<file path="src/rtl/pixel_stream_pkg.sv">
// Shared types and defaults for the pixel frame transmitter and the
// control block on the receiving end of the In_Valid stream.
package pixel_stream_pkg;

    localparam int DEF_DATA_W   = 8;
    localparam int DEF_IMG_W    = 64;
    localparam int DEF_IMG_H    = 64;
    localparam int DEF_ADDR_W   = 12;

    // Cycles spent after the last read so the two pipeline stages empty.
    localparam int DRAIN_CYCLES = 2;

    typedef enum logic [1:0] {
        ST_IDLE  = 2'd0,
        ST_READ  = 2'd1,
        ST_DRAIN = 2'd2,
        ST_DONE  = 2'd3
    } tx_state_e;

    // Counter width that stays at least one bit for a range of 1.
    function automatic int cnt_w(input int n);
        return (n > 1) ? $clog2(n) : 1;
    endfunction

endpackage

</file>
<file path="src/rtl/pixel_stream_tx_raster_counter.sv">
// Raster-order column/row/linear-address counters for one frame.
// Ports: clk, rst_n (sync, active low), clr_i (restart at pixel 0),
//   en_i (advance one pixel), addr_o (row*IMG_W+col),
//   last_col_o (col at IMG_W-1), last_pixel_o (final pixel of frame).
module raster_counter
    import pixel_stream_pkg::*;
#(
    parameter int IMG_W  = DEF_IMG_W,
    parameter int IMG_H  = DEF_IMG_H,
    parameter int ADDR_W = DEF_ADDR_W
) (
    input  logic              clk,
    input  logic              rst_n,
    input  logic              clr_i,
    input  logic              en_i,
    output logic [ADDR_W-1:0] addr_o,
    output logic              last_col_o,
    output logic              last_pixel_o
);

    localparam int COL_W = cnt_w(IMG_W);
    localparam int ROW_W = cnt_w(IMG_H);

    logic [COL_W-1:0]  col_q, col_d;
    logic [ROW_W-1:0]  row_q, row_d;
    logic [ADDR_W-1:0] addr_q, addr_d;
    logic              last_row;

    assign last_col_o   = (col_q == COL_W'(IMG_W - 1));
    assign last_row     = (row_q == ROW_W'(IMG_H - 1));
    assign last_pixel_o = last_col_o && last_row;
    assign addr_o       = addr_q;

    // The linear address runs alongside col/row so no multiplier is needed.
    always_comb begin
        col_d  = col_q;
        row_d  = row_q;
        addr_d = addr_q;
        if (clr_i) begin
            col_d  = '0;
            row_d  = '0;
            addr_d = '0;
        end else if (en_i) begin
            if (last_pixel_o) begin
                col_d  = '0;
                row_d  = '0;
                addr_d = '0;
            end else if (last_col_o) begin
                col_d  = '0;
                row_d  = row_q + ROW_W'(1);
                addr_d = addr_q + ADDR_W'(1);
            end else begin
                col_d  = col_q + COL_W'(1);
                addr_d = addr_q + ADDR_W'(1);
            end
        end
    end

    always_ff @(posedge clk) begin
        if (!rst_n) begin
            col_q  <= '0;
            row_q  <= '0;
            addr_q <= '0;
        end else begin
            col_q  <= col_d;
            row_q  <= row_d;
            addr_q <= addr_d;
        end
    end

endmodule

</file>
<file path="src/rtl/pixel_stream_tx.sv">
// Frame transmitter: reads one IMG_W x IMG_H frame from a synchronous-read
// pixel memory in raster order and streams it out with SOF/EOL markers.
// Ports: clk, rst_n (sync, active low), start (frame request in IDLE),
//   hold (stall new reads), mem_rd_en/mem_addr/mem_rd_data (memory side,
//   data one cycle after the strobe), In_Valid/In_Data/In_Sof/In_Eol
//   (pixel stream), busy (frame in progress), done (one-cycle end pulse).
module pixel_stream_tx
    import pixel_stream_pkg::*;
#(
    parameter int DATA_W = DEF_DATA_W,
    parameter int IMG_W  = DEF_IMG_W,
    parameter int IMG_H  = DEF_IMG_H,
    parameter int ADDR_W = DEF_ADDR_W
) (
    input  logic              clk,
    input  logic              rst_n,
    input  logic              start,
    input  logic              hold,
    output logic              mem_rd_en,
    output logic [ADDR_W-1:0] mem_addr,
    input  logic [DATA_W-1:0] mem_rd_data,
    output logic              In_Valid,
    output logic [DATA_W-1:0] In_Data,
    output logic              In_Sof,
    output logic              In_Eol,
    output logic              busy,
    output logic              done
);

    localparam int DRAIN_W = cnt_w(DRAIN_CYCLES);

    tx_state_e          state_q, state_d;
    logic [DRAIN_W-1:0] drain_q, drain_d;

    logic               rd_go;
    logic               cnt_clr;
    logic               last_col;
    logic               last_pixel;
    logic [ADDR_W-1:0]  addr;

    // Stage 1: flags travelling alongside the memory access.
    logic               s1_vld_q, s1_sof_q, s1_eol_q;

    // Stage 2: registered stream outputs.
    logic               out_vld_q, out_sof_q, out_eol_q;
    logic [DATA_W-1:0]  out_data_q;

    assign cnt_clr = (state_q == ST_IDLE) && start;

    raster_counter #(
        .IMG_W  (IMG_W),
        .IMG_H  (IMG_H),
        .ADDR_W (ADDR_W)
    ) u_cnt (
        .clk          (clk),
        .rst_n        (rst_n),
        .clr_i        (cnt_clr),
        .en_i         (rd_go),
        .addr_o       (addr),
        .last_col_o   (last_col),
        .last_pixel_o (last_pixel)
    );

    always_ff @(posedge clk) begin
        if (!rst_n) begin
            state_q <= ST_IDLE;
            drain_q <= '0;
        end else begin
            state_q <= state_d;
            drain_q <= drain_d;
        end
    end

    always_comb begin
        state_d = state_q;
        drain_d = '0;
        unique case (state_q)
            ST_IDLE: begin
                if (start) state_d = ST_READ;
            end
            ST_READ: begin
                if (rd_go && last_pixel) state_d = ST_DRAIN;
            end
            ST_DRAIN: begin
                drain_d = drain_q + DRAIN_W'(1);
                if (drain_q == DRAIN_W'(DRAIN_CYCLES - 1)) begin
                    state_d = ST_DONE;
                end
            end
            ST_DONE: begin
                // A start seen here is dropped; it must come again in IDLE.
                state_d = ST_IDLE;
            end
            default: state_d = ST_IDLE;
        endcase
    end

    // hold gates the read strobe combinationally, so it acts the same cycle.
    always_comb begin
        rd_go = 1'b0;
        busy  = 1'b0;
        done  = 1'b0;
        unique case (state_q)
            ST_READ: begin
                rd_go = !hold;
                busy  = 1'b1;
            end
            ST_DRAIN: busy = 1'b1;
            ST_DONE:  done = 1'b1;
            default: ;
        endcase
    end

    assign mem_rd_en = rd_go;
    assign mem_addr  = addr;

    always_ff @(posedge clk) begin
        if (!rst_n) begin
            s1_vld_q   <= 1'b0;
            s1_sof_q   <= 1'b0;
            s1_eol_q   <= 1'b0;
            out_vld_q  <= 1'b0;
            out_sof_q  <= 1'b0;
            out_eol_q  <= 1'b0;
            out_data_q <= '0;
        end else begin
            s1_vld_q   <= rd_go;
            s1_sof_q   <= rd_go && (addr == '0);
            s1_eol_q   <= rd_go && last_col;
            out_vld_q  <= s1_vld_q;
            out_sof_q  <= s1_sof_q;
            out_eol_q  <= s1_eol_q;
            out_data_q <= s1_vld_q ? mem_rd_data : '0;
        end
    end

    assign In_Valid = out_vld_q;
    assign In_Data  = out_data_q;
    assign In_Sof   = out_sof_q;
    assign In_Eol   = out_eol_q;

endmodule

</file>
<file path="config.mk">
export PLATFORM = sky130hd
export DESIGN_NAME = pixel_stream_tx
export DESIGN_NICKNAME = d
export VERILOG_FILES = /design/src/rtl/pixel_stream_pkg.sv /design/src/rtl/pixel_stream_tx_raster_counter.sv /design/src/rtl/pixel_stream_tx.sv
export SDC_FILE = /design/constraint.sdc
export NUM_CORES = 1
export LEC_CHECK = 0
export ABC_AREA = 1
export CAP_MARGIN = 20
export CORE_AREA = 3 3 83 85
export DETAILED_ROUTE_END_ITERATION = 10
export DIE_AREA = 0 0 86 88
export GPL_TIMING_DRIVEN = 0
export SLEW_MARGIN = 20
export SYNTH_ARGS = -nofsm -noshare
export SYNTH_HDL_FRONTEND = slang
export SYNTH_SLANG_ARGS = --single-unit
</file>
<file path="constraint.sdc">
create_clock -name clk -period 2.7 [get_ports clk]
set_clock_uncertainty 0.15 [all_clocks]
set_input_delay 0.675 -clock clk [delete_from_list [all_inputs] [get_ports clk]]
set_output_delay 0.675 -clock clk [all_outputs]
set_load 0.05 [all_outputs]
</file>
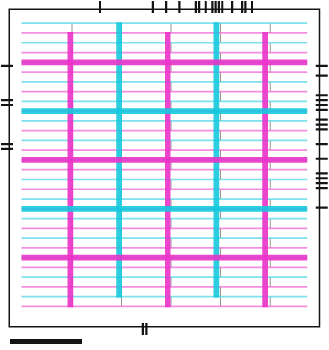
Run 1: power grid
Bar = 20 µm. Pins as bars on the die edge. Tap cells in gray.
- VDD: cyan
- VSS: magenta
- met5 straps: 5
- signal pins: 38
Die Span Y: 88 µm
largest voltage drop on the vdd net: 0.000461 V

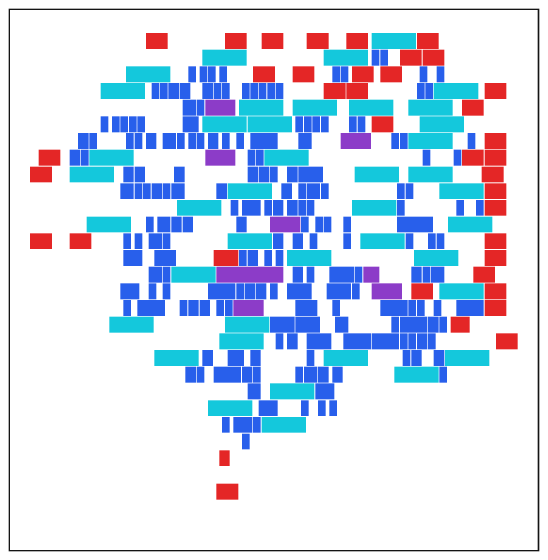
Run 1: cells colored by class
- combinational and other logic: blue (cells 196; share of their area 44%)
- other buffers and delay cells: red (cells 38; share of their area 16%)
- flops: cyan (cells 41; share of their area 35%)
- clock drivers and dummy loads: purple (cells 8; share of their area 5.2%)
Core ar.: 0.00628 mm²
cell area after layout: 0.00243 mm²
Seq/total area: 33.8%
Row Count: 29
Post-Route Utilization: 38.6%

==> summary.txt, run 1 <==
Notes from the flow run.

Yosys:
- The run gives the number of nets at floorplan as around 260.
- The Yosys step of the flow raised 0 warnings.
- The run puts the portion of the post-synthesis area used by sequential elements at 44.5%.
- For this run the top cell type by instance count after synthesis was sky130_fd_sc_hd__dfxtp_1.
- Grouping non-sequential cells by family puts the most area in simple AND/OR/NAND/NOR gates.
- For this run, the leading register cell type out of synthesis is sky130_fd_sc_hd__dfxtp_1.
- Once synthesis finished, the tally of register bits stood at 41.
- The biggest area contributor in the post-synthesis netlist is sky130_fd_sc_hd__dfxtp_1.
- The run gives the post-synth tally of flip-flops with integrated enable as 0.
- The run puts the post-synthesis async set-or-reset flop share at 0%.
- The run gives the number of distinct library cell variants in the gate-level netlist after synthesis as 26.
- Yosys reports that the leading cell type by area covers 44.5% of the netlist area.
- The run gives the simple-gate share of the synthesized area as between 30% and 40%.
- The run puts the area share of xor/xnor cells in the synthesized design at between 2 and 3%.
- The run puts the area fraction in compound gates after synthesis at 6.51%.
- The synthesized netlist has a Yosys-reported chip area of 0.00185 mm².
- The average instance in the mapped netlist occupies 7.75 µm².
- The run puts the post-synthesis adder-cell area fraction at 6.10%.
- The run puts the post-synthesis cell area at 0.00185 mm².
- Per the post-synthesis report, the number of cells in the design is 238.
- By count the netlist is led by sky130_fd_sc_hd__dfxtp_1 (41), sky130_fd_sc_hd__nor2_1 (39), sky130_fd_sc_hd__inv_1 (38).
- The run puts the multiplexer share of the synthesized area at 0%.
- The run puts the number of standard cells reported by yosys at 238.
- For reference, the top cells by area after synthesis are sky130_fd_sc_hd__dfxtp_1 (44%), sky130_fd_sc_hd__nor2_1 (7.9%), sky130_fd_sc_hd__inv_1 (7.7%), sky130_fd_sc_hd__nand2_1 (7.1%), sky130_fd_sc_hd__ha_1 (6.1%).

Layout:
- The run gives the number of filler instances in the final layout as 635.
- The run gives the flop count as between 40 and 50.
- The run puts the number of nets in the layout at approximately 300.
- The layout has 41 inverters outside the clock class.
- The run gives the share of layout cells above drive strength 1 as 11.0%.
- The run puts the share of final layout cell area taken by non-clock buffers at 15.5%.
- Across the whole layout, storage elements account for 821 µm².
- Leaving out the clock tree, the finished layout contains a buffer count of 38.
- The run puts the area growth from synthesis to final layout at 31.5%.
- According to the cell report, the number of logic gates is 155.
- Leaving out buffers and inverters, the combinational logic in the layout accounts for 860 µm².
- The run gives the number of standard cells in the final layout excluding fillers as 360.
- The run puts the count of inserted antenna diode cells at 0.
- The run gives the number of clock-tree buffers in the layout as 6.
- The run gives the clock tree cell share of total cell area as 4.95%.
- The run puts the multi-input gate share of the layout cell area at 35.4%.
- The biggest slice of the area belongs to combinational gates.

Final timing:
- Setup repair after global routing left no endpoint under its margin.
- In this build the clock could be raised as far as 384 MHz.
- Summed over all failing endpoints, the final setup total negative slack is 0 ns.
- The run gives the final worst setup slack as 0.0938 ns.
- The run gives the total setup violations reported at the end of the flow as 0.
- The run puts the total count of hold-check failures in the final report at 0.
- OpenROAD reports that the post-layout worst path occupies 96.5% of the period.
- For the finished layout, the period the worst path requires is 2.61 ns.
- The most critical hold endpoint after final layout shows a slack of 0.265 ns.
- The run gives the worst-case headroom to the max-slew limit as 65.9%.
- The run puts the final count of pins violating max slew at 0.
- The run puts the slew at the pin closest to its max-slew limit at around 0.51 ns.

Placed design:
- The HPWL after detailed placement is 2.76 mm.
- The final weighted congestion recorded by global placement is 0.808.
- In this run the cell area measured after placement is 0.00231 mm².
- The run gives the number of cells after detailed placement as 352.
- The run puts the number of port buffers at 37.
- The run gives the setup slack after placement as -0.442 ns.

Clock network:
- The run puts the clock sink total at 41.
- Clock tree synthesis selected as its root buffer the cell sky130_fd_sc_hd__clkbuf_8.
- Per the post-CTS timing run, clock transition at the registers of the reported paths is 0.08 ns.
- The post-CTS hold buffer count recorded in the log is 0.
- The run gives the depth of the CTS H-tree as 2.
- TritonCTS built the clock tree.
- The run puts the TritonCTS buffer count at 5.
- Counting along the longest clock path gives a buffer depth of 2.

Critical path:
- Looking at the setup timing report, the critical path kind is input pin to output pin.
- The critical path's slowest stage uses the library cell sky130_fd_sc_hd__clkdlybuf4s50_1.
- For the worst setup path, the data required time is 1.88 ns.
- Among all stages on the critical path, the maximum delay recorded is between 0.4 and 0.5 ns.
- The run puts the arrival time of the worst setup path at 1.78 ns.
- On the critical path the largest part of the delay comes from buffers and inverters.
- The run gives the buffer-and-inverter tally for the worst setup path as 3.
- STA classifies the critical path endpoint as an output pin.
- STA classifies the critical path startpoint as an input pin.
- Listed in order, past its start point the critical path passes clkdlybuf4s50_1 > nor2_4 > buf_6 > buf_2.
- STA lists the maximum fanout along the critical path as 10.

Power and ir drop:
- After layout, the design draws a total of 1650 µW.
- For this design the ratio of total power to cell area is around 680 mW/mm².
- Per the OpenROAD power report, leakage power amounts to 0.000988 µW.

Job:
- The run puts the tally of max-capacitance violations at 0.
- The number of warnings reported in the stage logs is 31.

Routing:
- The run puts the DRC violations left at 0.
- The run puts the sum of met2 wire segment lengths after detailed routing at 1.64 mm.
- The run puts the detailed-router iteration count before antenna repair at 4.
- After detailed routing, the wire length on met1 is about 1.8 mm.
- The run gives the total met3 wirelength after detailed routing as ~210 µm.
- The run puts the tally of nets with antenna violations remaining after routing at 0.
- Per the detail_route log, the uppermost layer with routed signals is met4.
- The run puts the initial DRC count at 79.
- The script logs the ratio of routed vias to standard cells as 4.19.

Floorplan:
- The run puts the number of top-level pins at 38.
- The run gives the total number of tap cells as 77.
- The run puts the effective utilization at floorplan at 29.4%.
- The run puts the area of the die at 0.00757 mm².
- The run puts the x dimension of the die at 86 µm.

Global route:
- The run gives the via count of the first global-routing pass as 1398.
- Per the GRT congestion report, total overflow comes to 0.
- Entering global routing, the biggest net connects 14 pins.
- The run puts the first-pass GRT wire length at ~6.3 mm.
- The run puts the initial antenna violation count at 0.

Hold path:
- The type recorded for the worst min-delay path is flop to flop.

Outcome:
- The flow ran to the end, and the final reports show no timing, DRC or antenna violations.
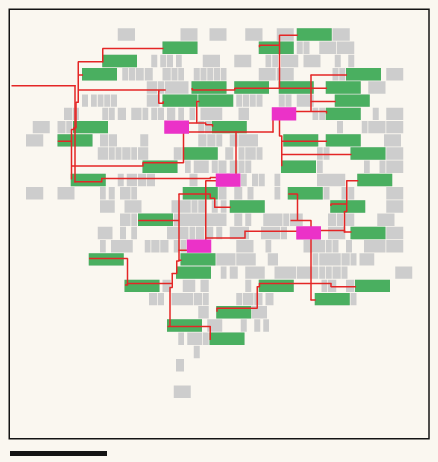
Run 1: routed clock nets over the placement
Bar = 20 µm.
- clock drivers: magenta (count 5)
- flip-flops: green (count 41)
- clock wires: red (length 552 µm)
- routed clock nets: 6
clock group power: 520 µW
Clock power frac: 31.4%
Clk Latency, worst-skew pair: 0.29 ns

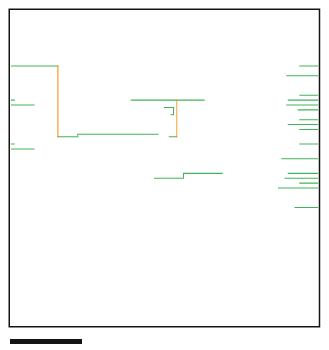
Run 1: signal wires by layer
Bar = 20 µm. Only two layers are drawn.
- metal 3: green (wire length 215 µm)
- metal 4: orange (wire length 29.9 µm)
total detailed-routing wirelength: 3.72 mm
detailed-route via count: 1509
GRT Util Overall: 10.4%
average detailed-routed wire length per instance: 10.3 µm

-- run 1: metal layers --
| metal | GRT usage, % | vias up |
|---|---|---|
| li1 | - | 823 |
| met1 | 13.3 | 654 |
| met2 | 16.5 | 28 |
| met3 | 3.57 | 4 |
| met4 | 3.02 | 0 |
| met5 | 0 | - |
-- run 1: path summary, 6_finish.rpt --
| kind | end | depth (start not counted) | start | slack [ns] |
|---|---|---|---|---|
| setup reg to reg | u_cnt.addr_o[10] | 9 | state_q[1] | 0.96 |
| setup / recovery | mem_rd_en | 4 | hold | 0.09 |
| hold reg to reg | In_Sof | 2 | s1_sof_q | 0.26 |
| hold / removal | In_Sof | 2 | s1_sof_q | 0.26 |
-- run 1: timing repair --
item / in CTS / in global routing
endpoints found under the setup margin: 2 / 0
gates resized: 6 / 0
buffers inserted: 0 / 0
-- run 1: cells in the final DEF (no fill, tap or decap), drive strengths merged, types with 2 or more instances in the layout --
| cell | instances |
|---|---|
| a21oi | 14 |
| buf | 2 |
| clkbuf | 6 |
| clkdlybuf4s50 | 35 |
| dfxtp | 41 |
| ha | 9 |
| inv | 41 |
| nand2 | 41 |
| nand3 | 18 |
| nand4 | 3 |
| nor2 | 48 |
| nor3 | 7 |
| o21ai | 5 |
| xor2 | 5 |
-- run 1: sequential cells by signal, indices dropped and copies added (netlist names) --
register and cells:
In_Eol 1, In_Sof 1, u_cnt.col_q 6, In_Valid 1, In_Data 8, s1_eol_q 1, state_q 2, drain_q 1
u_cnt.addr_o 12, s1_sof_q 1, u_cnt.row_q 6, s1_vld_q 1
-- run 1: power by group --
| group | switching (µW) | internal [µW] |
|---|---|---|
| registers | 28.9 | 638 |
| clock network | 219 | 301 |
| logic | 313 | 154 |
| total | 561 | 1090 |
==> run 1 -> run 2 <==
Settings changed: CTS_BUF_LIST from default to sky130_fd_sc_hd__clkbuf_4 sky130_fd_sc_hd__clkbuf_8.
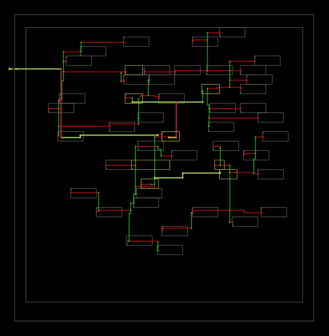
Run 2: clock nets
number of buffers inserted during clock tree synthesis: 5
flop count: 41
count of clock tree sinks: 41
clock buffer count in the final layout: 6

==> run 2 against run 1 <==
Net effect: critical path type unchanged; clock power barely moved; sequential share of layout area stayed put; setup slack unchanged; sequential power about the same; flip-flop count unchanged; fmax is the same; area after synthesis unchanged; synthesized cell count did not move; global-route usage unchanged.
==> summary.txt, run 2 <==
Notes from the flow run.

Routing:
- The run gives the wire length per cell after detailed routing as 10.3 µm (unchanged).
- The run gives the tally of nets with antenna violations remaining after routing as 0 (unchanged).
- The final wirelength came to 3.72 mm (unchanged).
- The run puts the detailed-router iteration count before antenna repair at 4 (unchanged).
- The run puts the total met3 wirelength after detailed routing at 214 µm (unchanged).
- The run puts the number of vias per cell at 4.19 (unchanged).
- The run gives the initial DRC count as 79 (unchanged).
- The met1 wire length was 1.84 mm (unchanged).
- The uppermost metal layer occupied by signal nets is met4 (unchanged).
- The run gives the DRC violations left as 0 (unchanged).

Final timing:
- The run gives the slew at the pin closest to its max-slew limit as 0.510 ns (unchanged).
- The final worst setup slack is 0.0938 ns (unchanged).
- The run puts the period utilization at 96.5% (unchanged).
- The run gives the worst-case headroom to the max-slew limit as 65.9% (unchanged).
- The run gives the total setup violations reported at the end of the flow as 0 (unchanged).
- The minimum period implied by the final worst setup slack was 2.61 ns (unchanged).
- Setup repair after global routing missed its margin: false (unchanged).

Layout:
- Leading cell types in the layout, fill and taps excluded: sky130_fd_sc_hd__dfxtp_1 (41), sky130_fd_sc_hd__nor2_1 (39), sky130_fd_sc_hd__inv_1 (38), sky130_fd_sc_hd__nand2_1 (35), sky130_fd_sc_hd__clkdlybuf4s50_1 (35) (unchanged).
- The most frequent standard cell in the layout excluding fill and tap cells is sky130_fd_sc_hd__dfxtp_1 (unchanged).
- The run puts the share of layout cells above drive strength 1 at 11.0% (unchanged).
- The run puts the summed area of non-filler cells in the final layout at 0.00243 mm² (unchanged).
- The number of filler instances in the final layout is 635 (unchanged).
- The number of standard cells in the final layout excluding fillers came to 360 (unchanged).
- The number of nets in the layout was 303 (unchanged).
- The utilization after layout was 38.6% (unchanged).
- The run puts the area growth from synthesis to final layout at 31.5% (unchanged).
- The run gives the count of inserted antenna diode cells as 0 (unchanged).

Global route:
- The run puts the global routing met2 resource utilization at 16.5% (unchanged).
- The run gives the global routing usage on met3 as 3.57% (unchanged).
- The layer with the highest usage after global routing was met2 (unchanged).
- The pin count of the biggest net entering global routing is 14 (unchanged).
- The run puts the met1 layer usage reported by global route at 13.3% (unchanged).
- The run puts the via count of the first global-routing pass at 1398 (unchanged).
- The run gives the first-pass GRT wire length as 6.27 mm (unchanged).

Yosys:
- Commonest cells in the netlist: sky130_fd_sc_hd__dfxtp_1 (41), sky130_fd_sc_hd__nor2_1 (39), sky130_fd_sc_hd__inv_1 (38) (unchanged).
- The post-synthesis cell area is 0.00185 mm² (unchanged).
- The run gives the flip-flop and latch count after synthesis as 41 (unchanged).
- The run gives the most common cell in the netlist as sky130_fd_sc_hd__dfxtp_1 (unchanged).
- The run gives the post-synth tally of flip-flops with integrated enable as 0 (unchanged).
- The portion of the post-synthesis area used by sequential elements came to 44.5% (unchanged).
- The run gives the leading register cell type out of synthesis as sky130_fd_sc_hd__dfxtp_1 (unchanged).
- The run gives the number of distinct library cell variants in the gate-level netlist after synthesis as 26 (unchanged).
- The run puts the number of standard cells reported by yosys at 238 (unchanged).
- The total cell area reported by yosys after synthesis came to 0.00185 mm² (unchanged).
- Top cells by area, synth: sky130_fd_sc_hd__dfxtp_1 (44%), sky130_fd_sc_hd__nor2_1 (7.9%), sky130_fd_sc_hd__inv_1 (7.7%), sky130_fd_sc_hd__nand2_1 (7.1%), sky130_fd_sc_hd__ha_1 (6.1%) (unchanged).
- The count of mapped cells out of synthesis was 238 (unchanged).

Critical path:
- The startpoint class of the critical path is an input pin (unchanged).
- The classification of the worst setup path is input pin to output pin (unchanged).
- The run gives the biggest cell delay along the critical path as 0.49 ns (about the same).
- Critical Path, Cell by Cell: clkdlybuf4s50_1 > nor2_4 > buf_6 > buf_2 (unchanged).
- The run gives the required time at the endpoint of the critical path as 1.88 ns (about the same).
- The run gives the sort of element at the end of the critical path as an output pin (unchanged).
- The run gives the arrival time of the worst setup path as 1.78 ns (about the same).

Power and ir drop:
- The run gives the part of the power in combinational logic as 28.3% (about the same).
- The run gives the reported net switching power as 561 µW (unchanged).
- The dominant power group was sequential cells (unchanged).
- The run puts the areal power density over the cells at 682 mW/mm² (unchanged).
- The run gives the worst IR drop on VDD as 0.000461 V (unchanged).
- The run gives the power attributed to combinational cells as 468 µW (about the same).
- The part of the power in registers came to 40.3% (about the same).
- The run gives the leakage power total as 0.000988 µW (unchanged).
- The run puts the cell internal power dissipation at 1090 µW (unchanged).
- The run puts the clock distribution power at 520 µW (about the same).

Outcome:
- Result of the run: finished clean (unchanged).

Floorplan:
- The run gives the chip height as 88 µm (unchanged).
- The run puts the area inside the core boundary at 0.00628 mm² (unchanged).
- The run puts the area of the die at 0.00757 mm² (unchanged).
- The run puts the number of top-level pins at 38 (unchanged).

Placed design:
- The number of cells after detailed placement came to 352 (unchanged).
- The run puts the placed standard-cell area at 0.00231 mm² (unchanged).
- The number of port buffers was 37 (unchanged).
- The run puts the final estimated routing congestion in global placement at 0.808 (unchanged).
- The setup slack after placement was -0.442 ns (unchanged).

Clock network:
- The run gives the count of instances resized after the clock tree is built as 6 (unchanged).
- The clock tree from TritonCTS is done (unchanged).
- The run gives the CTS root buffer as sky130_fd_sc_hd__clkbuf_8 (unchanged).

Job:
- The run puts the tally of max-capacitance violations at 0 (unchanged).

Hold path:
- The classification of the worst-slack hold path is flop to flop (unchanged).
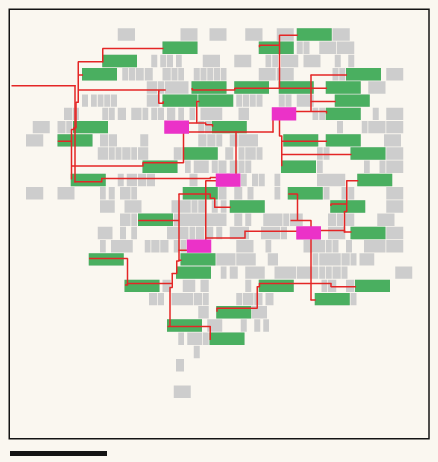
Run 2: routed clock nets over the placement
Bar = 20 µm.
- clock wires: red (length 552 µm)
- clock drivers: magenta (count 5)
- flip-flops: green (count 41)
- routed clock nets: 6

-- run 2: cell counts after synthesis --
Identical to the previous run, type by type.
-- run 2: path summary, 6_finish.rpt --
path,startpoint,end,slack [ns],cells past startpoint
worst max-delay path,hold,mem_rd_en,0.09,4
worst min-delay path,s1_sof_q,In_Sof,0.26,2
worst max register to register,state_q[1],u_cnt.addr_o[10],0.96,9
worst min register to register,s1_sof_q,In_Sof,0.26,2
-- run 2: layout make-up --
type | count | area (µm²) | area share (%)
multi-input combinational | 155 | 860 | 35.4
sequential | 41 | 821 | 33.8
timing repair buffer | 37 | 364 | 15.0
inverter | 41 | 154 | 6.34
tap | 77 | 96.3 | 3.97
clock buffer | 6 | 82.6 | 3.40
clock inverter | 2 | 37.5 | 1.55
buffer | 1 | 11.3 | 0.464
-- run 2: cell families (layout without fill, tap and decap cells) --
family / count (synthesis) / after routing / share of synthesized area, %
adder cells (fa/ha/maj): 9 / 9 / 6.10
AND/OR/NAND/NOR: 119 / 119 / 31.1
flip-flops: 41 / 41 / 44.5
buffers and inverters: 42 / 87 / 8.95
AND-OR/OR-AND: 21 / 21 / 6.51
XOR/XNOR: 6 / 6 / 2.85
-- run 2: worst max-delay path: cells and delay by family --
family | cells | cell delay [ns]
buffers and inverters | 3 | 0.92
and+or+nand+nor | 1 | 0.19
-- run 2: per-stage QoR --
step / hold WS (ns) / setup TNS (ns) / power (µW)
after floorplan: 0.240 / 0 / 1040
after global placement: 0.248 / -0.439 / 1160
after detailed placement: 0.250 / -0.442 / 1170
after CTS: 0.269 / 0 / 1670
after global routing: 0.280 / 0 / 1750
final: 0.265 / 0 / 1650
No activity file was given, so power comes from the tool's default toggle rates.
